**Run 1: cell classes on the final placement**

Drawn at 3 px/um. Fill, decap, tap and diode cells in grey.
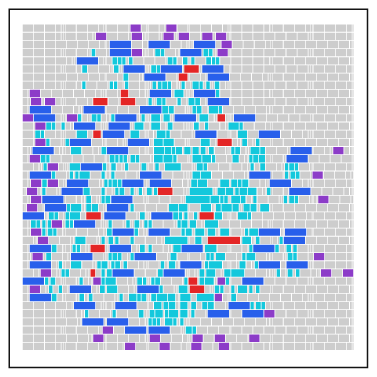
**Run 1: track usage over the die**

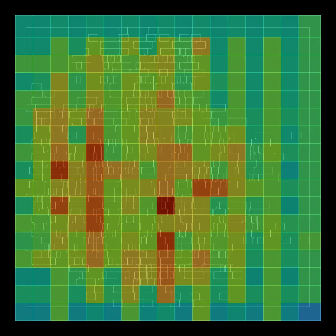
**Run 1: M3 wires**

Drawn at 4 px/um.
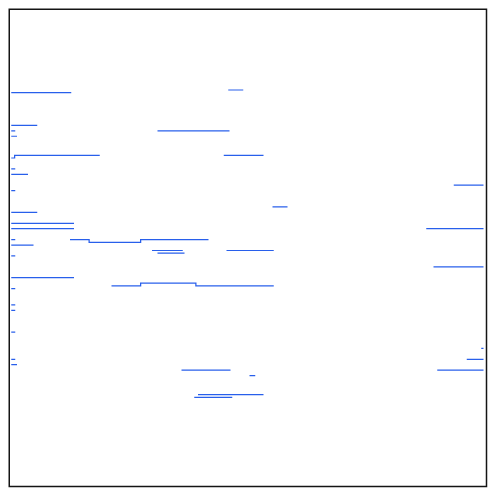
$ cat config.mk
export PLATFORM = sky130hd
export DESIGN_NAME = imem_loader
export DESIGN_NICKNAME = d
export VERILOG_FILES = /design/src/rtl/c16_pkg.sv /design/src/rtl/imem_word_asm.sv /design/src/rtl/imem_loader.sv
export SDC_FILE = /design/constraint.sdc
export NUM_CORES = 1
export LEC_CHECK = 0
export CORE_MARGIN = 4
export CORE_UTILIZATION = 30
export CTS_BUF_LIST = sky130_fd_sc_hd__clkbuf_2 sky130_fd_sc_hd__clkbuf_4 sky130_fd_sc_hd__clkbuf_8
export DETAILED_ROUTE_END_ITERATION = 16
export SETUP_SLACK_MARGIN = 0.15
export SLEW_MARGIN = 20
export SYNTH_ARGS = -nofsm -noshare
export SYNTH_HDL_FRONTEND = slang
export SYNTH_SLANG_ARGS = --single-unit
export TNS_END_PERCENT = 100
$ cat constraint.sdc
create_clock -name clk -period 3.6 [get_ports clk]
set_input_delay 0.54 -clock clk [delete_from_list [all_inputs] [get_ports clk]]
set_output_delay 0.54 -clock clk [all_outputs]
set_load 0.05 [all_outputs]
$ cat src/rtl/c16_pkg.sv
// Shared c16 definitions: data widths used by the CPU stages and the loader state encoding.
package c16_pkg;

  localparam int unsigned C16_WORD_W = 16;
  localparam int unsigned C16_BYTE_W = 8;

  typedef enum logic [3:0] {
    LD_IDLE,
    LD_CNT_HI,
    LD_CNT_LO,
    LD_DAT_HI,
    LD_DAT_LO,
    LD_CSUM_HI,
    LD_CSUM_LO,
    LD_DONE,
    LD_ERR
  } loader_state_e;

endpackage

$ cat src/rtl/imem_word_asm.sv
// Byte-pair packer: latches the high byte, then emits {hi, lo} with a 1-cycle word_valid.
module imem_word_asm
  import c16_pkg::*;
(
  input  logic                  clk,
  input  logic                  reset_n,
  input  logic                  hi_load,
  input  logic                  lo_load,
  input  logic [C16_BYTE_W-1:0] byte_in,
  output logic [C16_BYTE_W-1:0] hi_byte,
  output logic [C16_WORD_W-1:0] word,
  output logic                  word_valid
);

  // High-byte holding register, packed word and its strobe.
  always_ff @(posedge clk) begin
    if (!reset_n) begin
      hi_byte    <= '0;
      word       <= '0;
      word_valid <= 1'b0;
    end else begin
      word_valid <= lo_load;
      if (hi_load) hi_byte <= byte_in;
      if (lo_load) word <= {hi_byte, byte_in};
    end
  end

endmodule

$ cat src/rtl/imem_loader.sv
// Instruction-memory loader: parses a COUNT + words byte frame and writes the words into the
// instruction RAM while holding the CPU. Optional trailing checksum: IMEM_LOADER_CHECKSUM_EN.
module imem_loader
  import c16_pkg::*;
#(
  parameter int unsigned ADDR_W    = 16,
  parameter int unsigned DEPTH     = 1024,
  parameter int unsigned BASE_ADDR = 0
) (
  input  logic                  clk,
  input  logic                  reset_n,
  input  logic                  start,
  input  logic                  in_valid,
  input  logic [C16_BYTE_W-1:0] in_data,
  output logic                  in_ready,
  output logic                  wr_en,
  output logic [ADDR_W-1:0]     wr_addr,
  output logic [C16_WORD_W-1:0] wr_data,
  output logic                  cpu_hold,
  output logic                  done,
  output logic                  error
);

  loader_state_e           state_q, state_d;
  logic [C16_WORD_W-1:0]   idx_q;
  logic [C16_WORD_W-1:0]   count_q;
  logic [C16_BYTE_W-1:0]   hi_byte;
  logic [C16_WORD_W-1:0]   rx_word;
  logic                    accept;
  logic                    restart;
  logic                    hi_load;
  logic                    lo_load;

  assign accept  = in_valid && in_ready;
  assign rx_word = {hi_byte, in_data};
  assign restart = start && (state_q == LD_IDLE || state_q == LD_ERR);

`ifdef IMEM_LOADER_CHECKSUM_EN
  logic [C16_WORD_W-1:0] csum_q;

  // Running mod-2^16 sum of every data word of the current load.
  always_ff @(posedge clk) begin
    if (!reset_n)     csum_q <= '0;
    else if (restart) csum_q <= '0;
    else if (lo_load) csum_q <= csum_q + rx_word;
  end
`endif

  imem_word_asm u_word_asm (
    .clk        (clk),
    .reset_n    (reset_n),
    .hi_load    (hi_load),
    .lo_load    (lo_load),
    .byte_in    (in_data),
    .hi_byte    (hi_byte),
    .word       (wr_data),
    .word_valid (wr_en)
  );

  // Next-state logic and byte-load strobes for the packer.
  always_comb begin
    state_d = state_q;
    hi_load = 1'b0;
    lo_load = 1'b0;
    case (state_q)
      LD_IDLE: if (start) state_d = LD_CNT_HI;
      LD_CNT_HI: begin
        if (accept) begin
          hi_load = 1'b1;
          state_d = LD_CNT_LO;
        end
      end
      LD_CNT_LO: begin
        if (accept) begin
          if (rx_word == '0 || 32'(rx_word) > DEPTH) state_d = LD_ERR;
          else                                       state_d = LD_DAT_HI;
        end
      end
      LD_DAT_HI: begin
        if (accept) begin
          hi_load = 1'b1;
          state_d = LD_DAT_LO;
        end
      end
      LD_DAT_LO: begin
        if (accept) begin
          lo_load = 1'b1;
          if (idx_q == count_q - 16'd1) begin
`ifdef IMEM_LOADER_CHECKSUM_EN
            state_d = LD_CSUM_HI;
`else
            state_d = LD_DONE;
`endif
          end else begin
            state_d = LD_DAT_HI;
          end
        end
      end
`ifdef IMEM_LOADER_CHECKSUM_EN
      LD_CSUM_HI: begin
        if (accept) begin
          hi_load = 1'b1;
          state_d = LD_CSUM_LO;
        end
      end
      LD_CSUM_LO: begin
        if (accept) state_d = (rx_word == csum_q) ? LD_DONE : LD_ERR;
      end
`endif
      LD_DONE: state_d = LD_IDLE;
      LD_ERR:  if (start) state_d = LD_CNT_HI;
      default: state_d = LD_IDLE;
    endcase
  end

  // State, counters and registered status outputs decoded from the upcoming state.
  always_ff @(posedge clk) begin
    if (!reset_n) begin
      state_q  <= LD_IDLE;
      idx_q    <= '0;
      count_q  <= '0;
      wr_addr  <= '0;
      in_ready <= 1'b0;
      cpu_hold <= 1'b0;
      done     <= 1'b0;
      error    <= 1'b0;
    end else begin
      state_q  <= state_d;
      in_ready <= state_d inside {LD_CNT_HI, LD_CNT_LO, LD_DAT_HI, LD_DAT_LO,
                                  LD_CSUM_HI, LD_CSUM_LO};
      cpu_hold <= (state_d != LD_IDLE);
      done     <= (state_d == LD_DONE);
      error    <= (state_d == LD_ERR);
      if (state_q == LD_CNT_LO && accept) count_q <= rx_word;
      if (restart) begin
        idx_q <= '0;
      end else if (lo_load) begin
        wr_addr <= ADDR_W'(BASE_ADDR + 32'(idx_q));
        idx_q   <= idx_q + 16'd1;
      end
    end
  end

endmodule

==> reports/metrics.yaml, run 1 <==
post_cts_buffers: 0
die_x_um: 119
ys_area_um2: 3690
slew_headroom: 0.439
max_freq_mhz: 375
viasPerCell: 4.96
syn_to_final_growth_pct: 21.2
place_hpwl_um: 6450
coreArea_um2: 12000
lay_top_cells: "121 x nand2_1, 81 x dfxtp_1, 58 x a21oi_1"
setup_viol: 0
min_period_ns: 2.67
antenna_found_initial: 0
maxSlewViolCount: 0
place.gp.congestion: 0.864
syn_area_um2: 3690
finalHoldViolCount: 0
lay_top_count: "nand2_1"
warnings: 26
nets: 512
drt_wl_total_um: 8940
grt_max_degree: 65
path_clk_slew_ns: 0.08
cts_resized: 0
chipHeight_um: 119
clkSinkCount: 81
postRouteAntennaNets: 0
yosysWarningCount: 0
async_flop_share: 0
tns_ns: 0
edf_count: 0
fp_util: 0.307
p_per_area_nw_per_um2: 380
syn_inst: 462
whs_ns: 0.454
power.leakage_nw: 1.49
grt.total_usage: 0.130
yosysUniqueCellTypes: 54
grt_pass1_vias: 3057
period_used_share: 0.741
ys_ff: 81
outcome: "finished, final reports clean"
cts_tree: "done"
worst_pin_slew_ns: 0.842
rsz0062_at_grt: "false"
ctsRootBufferMaster: "clkbuf_8"
route.vias.total: 3227
ys.flop_type: "dfxtp_1"
cp-start-kind: "primary input"
fin_skew_ns: 0.0125
synth_seq_share: 0.439
critPathKind: "in2reg"
ir_drop_uv: 215
ff2ff_setup_slack_ns: 0.99
worstSetupEndpointType: "flip-flop"
critical_path_arrival_ns: 2.96
drc_errors: 0
grt-ovfl-total: 0
die_area_um2: 14100
fp_nets: 476
cap_viol_max_count: 0
diodes: 0
dr.first_iter.drc_count: 121
worstPathRequired_ns: 3.89
ioPinCount: 49
clkLatencyLatePin_ns: 0.36
clockBufferDepth: 2
grt_pass1_wl_um: 15000
hp-class: "reg2reg"
worstPathMaxFanout: 19
rows: 40
ys_cells: 462
htreeDepth: 3
drive_gt1_frac: 0.0696
About 'cell classes on the final placement':
Key: red = clock drivers and dummy loads [cells 16, share of their area 4.6%]; cyan = combinational and other logic [cells 355, share of their area 46%]; purple = remaining buffers and delay cells [cells 51, share of their area 12%]; blue = sequential cells [cells 81, share of their area 38%]

About 'track usage over the die':
DR WL/cell: 13.8 um
M3 GR Usage: 0.0342
final core utilization: 0.373

About 'M3 wires':
33 nets have wire on it. The longest straight run is 21.2 um.

run 1: routing by layer:
layer,track usage,vias up,part of all wire
li1,-,1645,-
met2,0.214,49,0.47
met4,0.0413,0,0.013
met3,0.0342,10,0.038
met1,0.166,1523,0.48
met5,0,-,0
run 1: sequential cells by signal (all words and copies together) (netlist names):
name and cells:
count_q 16, cpu_hold 1, done 1, error 1, idx_q 16, in_ready 1
state_q 4, u_word_asm.hi_byte 8, u_word_asm.word 16, u_word_asm.word_valid 1, wr_addr 16
run 1: logic make-up after synthesis:
family	count (synthesis)	synth area share
AND/OR/NAND/NOR	226	0.294
adder cells (fa/ha/maj)	2	0.00678
flip-flops	81	0.439
buffers and inverters	33	0.0349
multiplexers	13	0.0386
XOR/XNOR	28	0.0664
AND-OR/OR-AND	79	0.120
run 1: critical path, cell delays in order:
cell and delay [ns]:
clkdlybuf4s50_1 0.48, nand2_1 0.23, or4b_2 0.90, clkinv_1 0.34
a21oi_1 0.18, nand2_1 0.09, o21ai_0 0.07, a21oi_1 0.12
run 1: layout make-up:
type                    instances  area (um^2)
clock buffers                  10          131
repair buffers                 51          503
clock inverters                 6         67.6
fillers                      1305         7530
flip-flops and latches         81         1620
well taps                     147          184
inverters                       7         27.5
multi-input cells             348         1940
run 1: through the flow:
step | total power, mW | utilization | setup WS, ns | area [um^2] | cells
final | 1.70 | 0.373 | 0.934 | 4480 | 650
after global routing | 1.77 | 0.373 | 0.640 | 4480 | 650
after CTS | 1.73 | 0.373 | 0.948 | 4480 | 650
after detailed placement | 1.04 | 0.356 | 0.576 | 4280 | 634
after global placement | 1.04 | 0.356 | 0.601 | 4280 | 634
after floorplan | 1.00 | - | 1.28 | 3690 | 462
run 1: cell usage after synthesis (5+ instances only):
cell      count  area share
o21ai_0       6      0.0081
a21oi_1      58       0.079
nand3_1      12       0.016
mux2i_1      12       0.033
nor4_1        7       0.012
nand2_1     121        0.12
nand4_1       6       0.010
clkbuf_1     21       0.021
xor2_1       15       0.036
nor2_1       38       0.039
inv_1         5      0.0051
or3_1         5      0.0085
xnor2_1      13       0.031
dfxtp_1      81        0.44
nor3_1        5      0.0068
run 1: final timing paths:
path | startpoint | to | cells after the start
hold reg to reg | wr_addr[12]$_SDFFE_PN0P_ | wr_addr[12]$_SDFFE_PN0P_ | 2
setup reg to reg | count_q[0]$_SDFFE_PN0P_ | done$_SDFF_PN0_ | 9
setup / recovery | in_valid | in_ready$_SDFF_PN0_ | 8
hold / removal | wr_addr[12]$_SDFFE_PN0P_ | wr_addr[12]$_SDFFE_PN0P_ | 2
run 1: where the power goes:
part,internal (mW),switching [mW]
combinational,0.0397,0.0687
clock,0.331,0.347
sequential,0.903,0.00992
total,1.27,0.425
**Run 1: sizing map**

Drawn at 3 px/um.
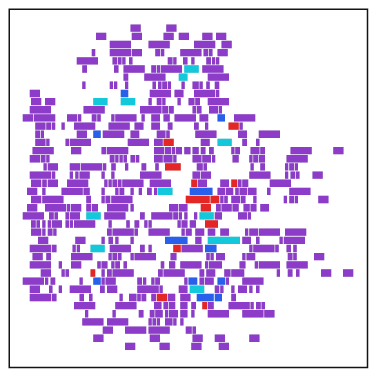

==> inputs of run 2 (changes only) <==
clock period = 2.2 ns   (was 3.6 ns; I/O delays follow)
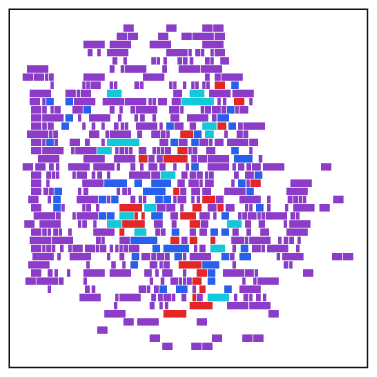
**Above:** run 2 (sizing map).
Drawn at 3 px/um.
Key: purple = _0 and _1 cells [cells 446]; cyan = _6 and larger [cells 15]; red = _2 cells [cells 29]; blue = _3 and _4 cells [cells 54]

==> run 2 against run 1 <==
Sequential share of layout area fell by 3.0 points. First-iteration DRC count grew 38%. Critical path depth decreased by 1. Register-to-register slack lost 0.85 ns. Count of clock-buffer cells in the layout fell by 1. Global-route usage rose by 0.94 points. Clock power is 76% higher. Worst hold slack better by 0.0035 ns. Core utilization rose by 3.6 points. Wire length increased by 11%. Clock skew fell by 0.0042 ns. Critical path type is now reg2reg. Critical endpoint is now done$_SDFF_PN0_. Largest power group unchanged.
==> reports/metrics.yaml, run 2 <==
outcome: "finished, final reports clean"
grt_max_degree: 54  # -17%
worst_pin_slew_ns: 0.595  # -0.247 ns
htreeDepth: 3  # unchanged
power.leakage_nw: 1.72  # +15%
async_flop_share: 0  # unchanged
cp-startpoint: "count_q[0]$_SDFFE_PN0P_"
switching_power_mw: 0.691  # +62%
postRouteAntennaNets: 0  # unchanged
drc_errors: 0  # unchanged
top_cell: "nand2_1"
drt_wl_total_um: 9890  # +11%
place.gp.congestion: 0.936  # +8.3%
warnings: 27  # +3.8%
min-delay-start: "wr_addr[2]$_SDFFE_PN0P_"
ys.flop_type: "dfxtp_1"
rows: 40  # unchanged
place_hpwl_um: 7100  # +10%
coreArea_um2: 12000  # unchanged
cap_viol_max_count: 0  # unchanged
hp-class: "reg2reg"
ctsRootBufferMaster: "clkbuf_8"
viasPerCell: 4.96  # about the same
synth_seq_share: 0.439  # unchanged
ys_sh_aoi: 0.120  # unchanged
topCellsByArea: "dfxtp_1 44%, nand2_1 12%, a21oi_1 7.9%, nor2_1 3.9%, xor2_1 3.6%"
critPathKind: "reg2reg"
grt_pass1_vias: 3387  # +11%
ff2ff_setup_slack_ns: 0.14  # -0.85 ns
edf_count: 0  # unchanged
fp_util: 0.307  # unchanged
antenna_found_initial: 0  # unchanged
worstHoldPathCells: 2  # unchanged
dr.first_iter.drc_count: 167  # +38%
path_clk_slew_ns: 0.08  # about the same
yosysWarningCount: 0  # unchanged
diodes: 0  # unchanged
fp_nets: 476  # unchanged
syn_inst: 462  # unchanged
regToRegStartpoint: "count_q[0]$_SDFFE_PN0P_"
grt_pass1_wl_um: 16300  # +8.1%
## run 2: cell counts after synthesis
Identical to the previous run, type by type.
## run 2: final cells by class
class | instances | area [um^2]
clock buffers | 9 | 124
clock inverters | 7 | 93.8
fillers | 1246 | 7100
inverters | 7 | 26.3
multi-input cells | 348 | 2020
flip-flops and latches | 81 | 1630
well taps | 147 | 184
repair buffers | 92 | 831
## run 2: cells by family after synthesis
kind of cell | after synthesis
flip-flops | 81
AND/OR/NAND/NOR | 226
adder cells (fa/ha/maj) | 2
AND-OR/OR-AND | 79
XOR/XNOR | 28
multiplexers | 13
buffers and inverters | 33
## run 2: how the worst max path moves through the flow
| stage | to | slack [ns] |
|---|---|---|
| floorplan | done$_SDFF_PN0_ | 0.15 |
| global placement | done$_SDFF_PN0_ | -0.04 |
| detailed placement | in_ready$_SDFF_PN0_ | -0.06 |
| CTS | done$_SDFF_PN0_ | 0.17 |
| global route | done$_SDFF_PN0_ | 0.06 |
| finish | done$_SDFF_PN0_ | 0.14 |
## run 2: repair_timing
action | in CTS | in global routing
pin swaps | 2 | 10
buffers inserted | 4 | 6
endpoints found under the setup margin | 5 | 14
gates resized | 4 | 21
## run 2: power by group through the flow
stage | logic [mW] | clock network (mW) | registers, mW
after floorplan | 0.0979 | 0 | 1.55
after global placement | 0.206 | 0 | 1.53
after detailed placement | 0.210 | 0 | 1.53
after CTS | 0.214 | 1.23 | 1.49
after global routing | 0.237 | 1.29 | 1.50
final | 0.218 | 1.19 | 1.49
## run 2: per-layer routing
metal | part of all wire | up-vias | track usage
li1 | - | 1724 | -
met1 | 0.45 | 1624 | 0.173
met2 | 0.49 | 64 | 0.235
met3 | 0.036 | 18 | 0.0290
met4 | 0.021 | 0 | 0.0565
met5 | 0 | - | 0
## run 2: critical path, cell delays in order (launching register included)
cell	delay (ns)
dfxtp_2	0.33
buf_6	0.13
nor4_4	0.39
nand4_1	0.27
nor4_2	0.43
a2111oi_2	0.10
a31oi_1	0.23
nor4_1	0.07
## run 2: metrics by stage
stage          cells  setup slack, ns  power (mW)  instance area (um^2)  hold WS (ns)
5_1_grt          691           0.0555        3.03                  4910         0.489
2_1_floorplan    462            0.153        1.64                  3700         0.449
3_3_place_gp     665          -0.0413        1.74                  4530         0.447
6_report         691            0.138        2.90                  4910         0.458
3_5_place_dp     665          -0.0551        1.74                  4530         0.449
4_1_cts          685            0.168        2.93                  4800         0.462
**Run 2: M3 wires**

Drawn at 4 px/um.
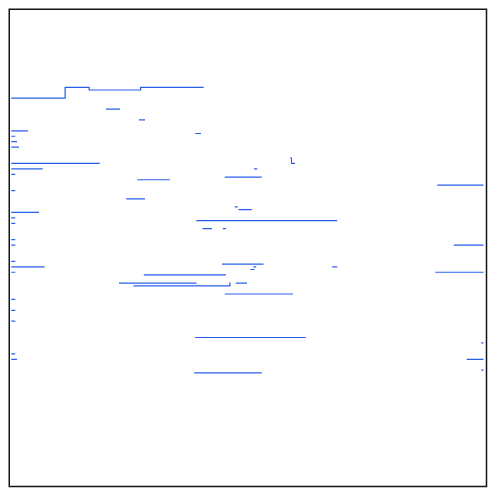

==> inputs of run 3 (changes only) <==
--- a/constraint.sdc
+++ b/constraint.sdc
@@ -3,2 +3,2 @@
 set_output_delay 0.33 -clock clk [all_outputs]
-set_load 0.05 [all_outputs]
+set_load 0.02 [all_outputs]
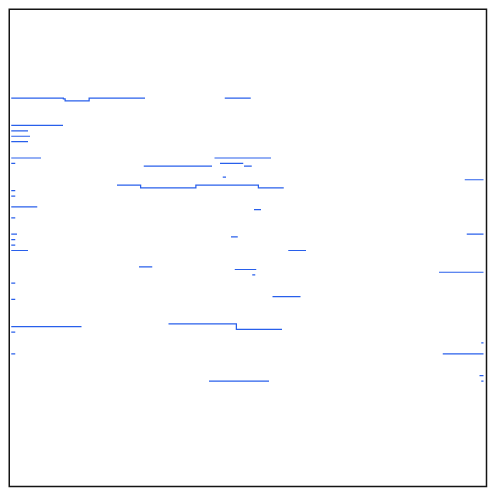
**Above:** run 3 (M3 wires).
Drawn at 4 px/um.
The layer carries 285 um of wire. The wires run mostly horizontal. The longest straight run is 17.2 um. The layer holds 2.9% of the routed length.

==> run 3 against run 2 <==
The run now ends with negative setup slack left. Count of clock-buffer cells in the layout grew 1. First-iteration DRC count fell by 14%. Largest power group unchanged. Sequential share of layout area fell by 1.2 points.
==> reports/metrics.yaml, run 3 <==
outcome: "finished, violations left"
failed_checks: "negative setup slack"
met2_length_um: 4670  # -4.1%
final_area_um2: 5100  # +3.9%
slowest_delay_ns: 0.36  # -0.07 ns
ff2ff_setup_slack_ns: -0.01  # -0.15 ns
wl_met3_um: 285  # -20%
fp_util: 0.307  # unchanged
coreArea_um2: 12000  # unchanged
maxSlewViolCount: 0
yosysUniqueCellTypes: 54
crit_chain: "inv_2 > ha_4 > nor3b_4 > buf_4 > buf_6 > o211ai_1 > mux2i_1 > or3_1 > o221ai_2 > a31oi_2 > nor4_2"
place.gp.congestion: 0.892  # -4.7%
setup_viol: 1
htreeDepth: 3  # unchanged
path_clk_slew_ns: 0.09  # about the same
total_power_mw: 2.74  # -5.5%
yosys-top-cells-count: "121 x nand2_1, 81 x dfxtp_1, 58 x a21oi_1"
cp-start-kind: "flip-flop"
ys.flop_type: "dfxtp_1"
slowest_stage: "dfxtp_2"
rsz0062_at_grt: "true"
top_cell: "nand2_1"
wl_met1_um: 4590  # +3.3%
yosysWarningCount: 0  # unchanged
top_layer: "met4"
place_hpwl_um: 7080  # -0.23%
grt.total_usage: 0.137
edf_count: 0  # unchanged
dr.first_iter.drc_count: 143  # -14%
p_per_area_nw_per_um2: 538
antenna_found_initial: 0  # unchanged
critPathKind: "reg2reg"
worst_pin_slew_ns: 0.558  # -0.0369 ns
syn_inst: 462  # unchanged
grt-ovfl-total: 0
diodes: 0  # unchanged
warnings: 28  # +3.7%
drc_errors: 0  # unchanged
postRouteAntennaNets: 0  # unchanged
synth_seq_share: 0.439  # unchanged
ys_ff: 81
async_flop_share: 0  # unchanged
worstPathRequired_ns: 2.46
crit_family: "simple AND/OR/NAND/NOR gates"
min_period_ns: 2.21
syn_to_final_growth_pct: 38.3
topCellsByArea: "dfxtp_1 44%, nand2_1 12%, a21oi_1 7.9%, nor2_1 3.9%, xor2_1 3.6%"
chipHeight_um: 119
drive_gt1_frac: 0.212
ctsRootBufferMaster: "clkbuf_8"
grt_pass1_vias: 3377  # -0.30%
fin_ws_ns: -0.0106  # -0.149 ns
cts_hold_buf: 0
power.leakage_nw: 1.82  # +5.9%
cts_buffers: 9
cp.buffers_inverters: 3  # +2
fp_nets: 476  # unchanged
grt_pass1_wl_um: 16100  # -0.98%
clkLatencyLatePin_ns: 0.35
place_area_um2: 4600  # +1.4%
rows: 40  # unchanged
grt_max_degree: 55  # +1.9%
drt_wl_total_um: 9680  # -2.1%
hp-class: "reg2reg"
cap_viol_max_count: 0  # unchanged
viasPerCell: 4.90  # -1.2%
run 3: netlist changes by cell type in the layout (fill, tap and decap cells not counted), sizes merged:
cell	change
buf	+13
bufinv	-2
clkbuf	+1
clkinv	+1
clkinvlp	-1
inv	+1
run 3: kinds of logic (layout without fill, tap and decap cells):
kind of cell / count (synthesis) / in the layout / synth area share
multiplexers: 13 / 13 / 0.0386
XOR/XNOR: 28 / 28 / 0.0664
AND/OR/NAND/NOR: 226 / 226 / 0.294
buffers and inverters: 33 / 128 / 0.0349
flip-flops: 81 / 81 / 0.439
adder cells (fa/ha/maj): 2 / 2 / 0.00678
AND-OR/OR-AND: 79 / 79 / 0.120
run 3: worst paths after layout:
kind / startpoint / end / cells past startpoint
max reg2reg: count_q[0]$_SDFFE_PN0P_ / done$_SDFF_PN0_ / 11
min: wr_addr[5]$_SDFFE_PN0P_ / wr_addr[5]$_SDFFE_PN0P_ / 2
min reg2reg: wr_addr[5]$_SDFFE_PN0P_ / wr_addr[5]$_SDFFE_PN0P_ / 2
max: count_q[0]$_SDFFE_PN0P_ / done$_SDFF_PN0_ / 11
run 3: worst register-to-register path: cells and delay by family, from the launching register on:
kind / cells / cell delay [ns]
simple gates: 3 / 0.76
buf+inv: 3 / 0.31
compound gates: 3 / 0.43
fa+ha+maj: 1 / 0.15
mux: 1 / 0.10
flops: 1 / 0.36
run 3: final cells by class:
type | instances | area, um^2
fillers | 1224 | 6910
multi-input cells | 348 | 2110
flip-flops and latches | 81 | 1630
repair buffers | 105 | 960
well taps | 147 | 184
clock buffers | 10 | 138
clock inverters | 6 | 50.0
inverters | 7 | 26.3
run 3: routing by layer:
metal,up-vias,track usage
li1,1743,-
met4,0,0.0478
met3,13,0.0271
met2,52,0.232
met1,1643,0.173
met5,-,0
run 3: what timing repair did:
action | 4_1_cts | 5_1_grt
resized | 7 | 39
setup buffers | 5 | 11
pin swaps | 7 | 22
hold endpoints to repair | 0 | 0
endpoints found under the setup margin | 5 | 10
run 3: per-stage QoR:
stage / setup slack, ns / instances / util / hold WS, ns
6_report: -0.0106 / 704 / 0.425 / 0.455
5_1_grt: -0.133 / 704 / 0.425 / 0.485
4_1_cts: -0.157 / 693 / 0.403 / 0.460
3_5_place_dp: -0.176 / 672 / 0.383 / 0.449
3_3_place_gp: -0.191 / 672 / 0.383 / 0.447
2_1_floorplan: 0.153 / 462 / - / 0.449
run 3: power by group:
| part | switching (mW) | total [mW] | internal (mW) |
|---|---|---|---|
| logic | 0.117 | 0.217 | 0.0993 |
| clock network | 0.580 | 1.03 | 0.455 |
| registers | 0.0146 | 1.49 | 1.48 |

==> gallery <==
Selected gate families.
Drawn at 3 px/um.
image #1
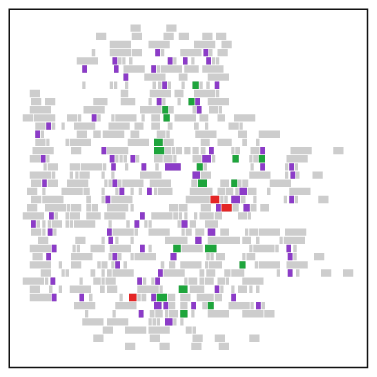
image #2
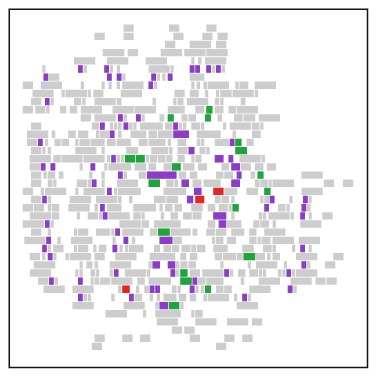
Run 1 is image #1.
Run 3 is image #2.

No activity file was given, so power comes from the tool's default toggle rates.
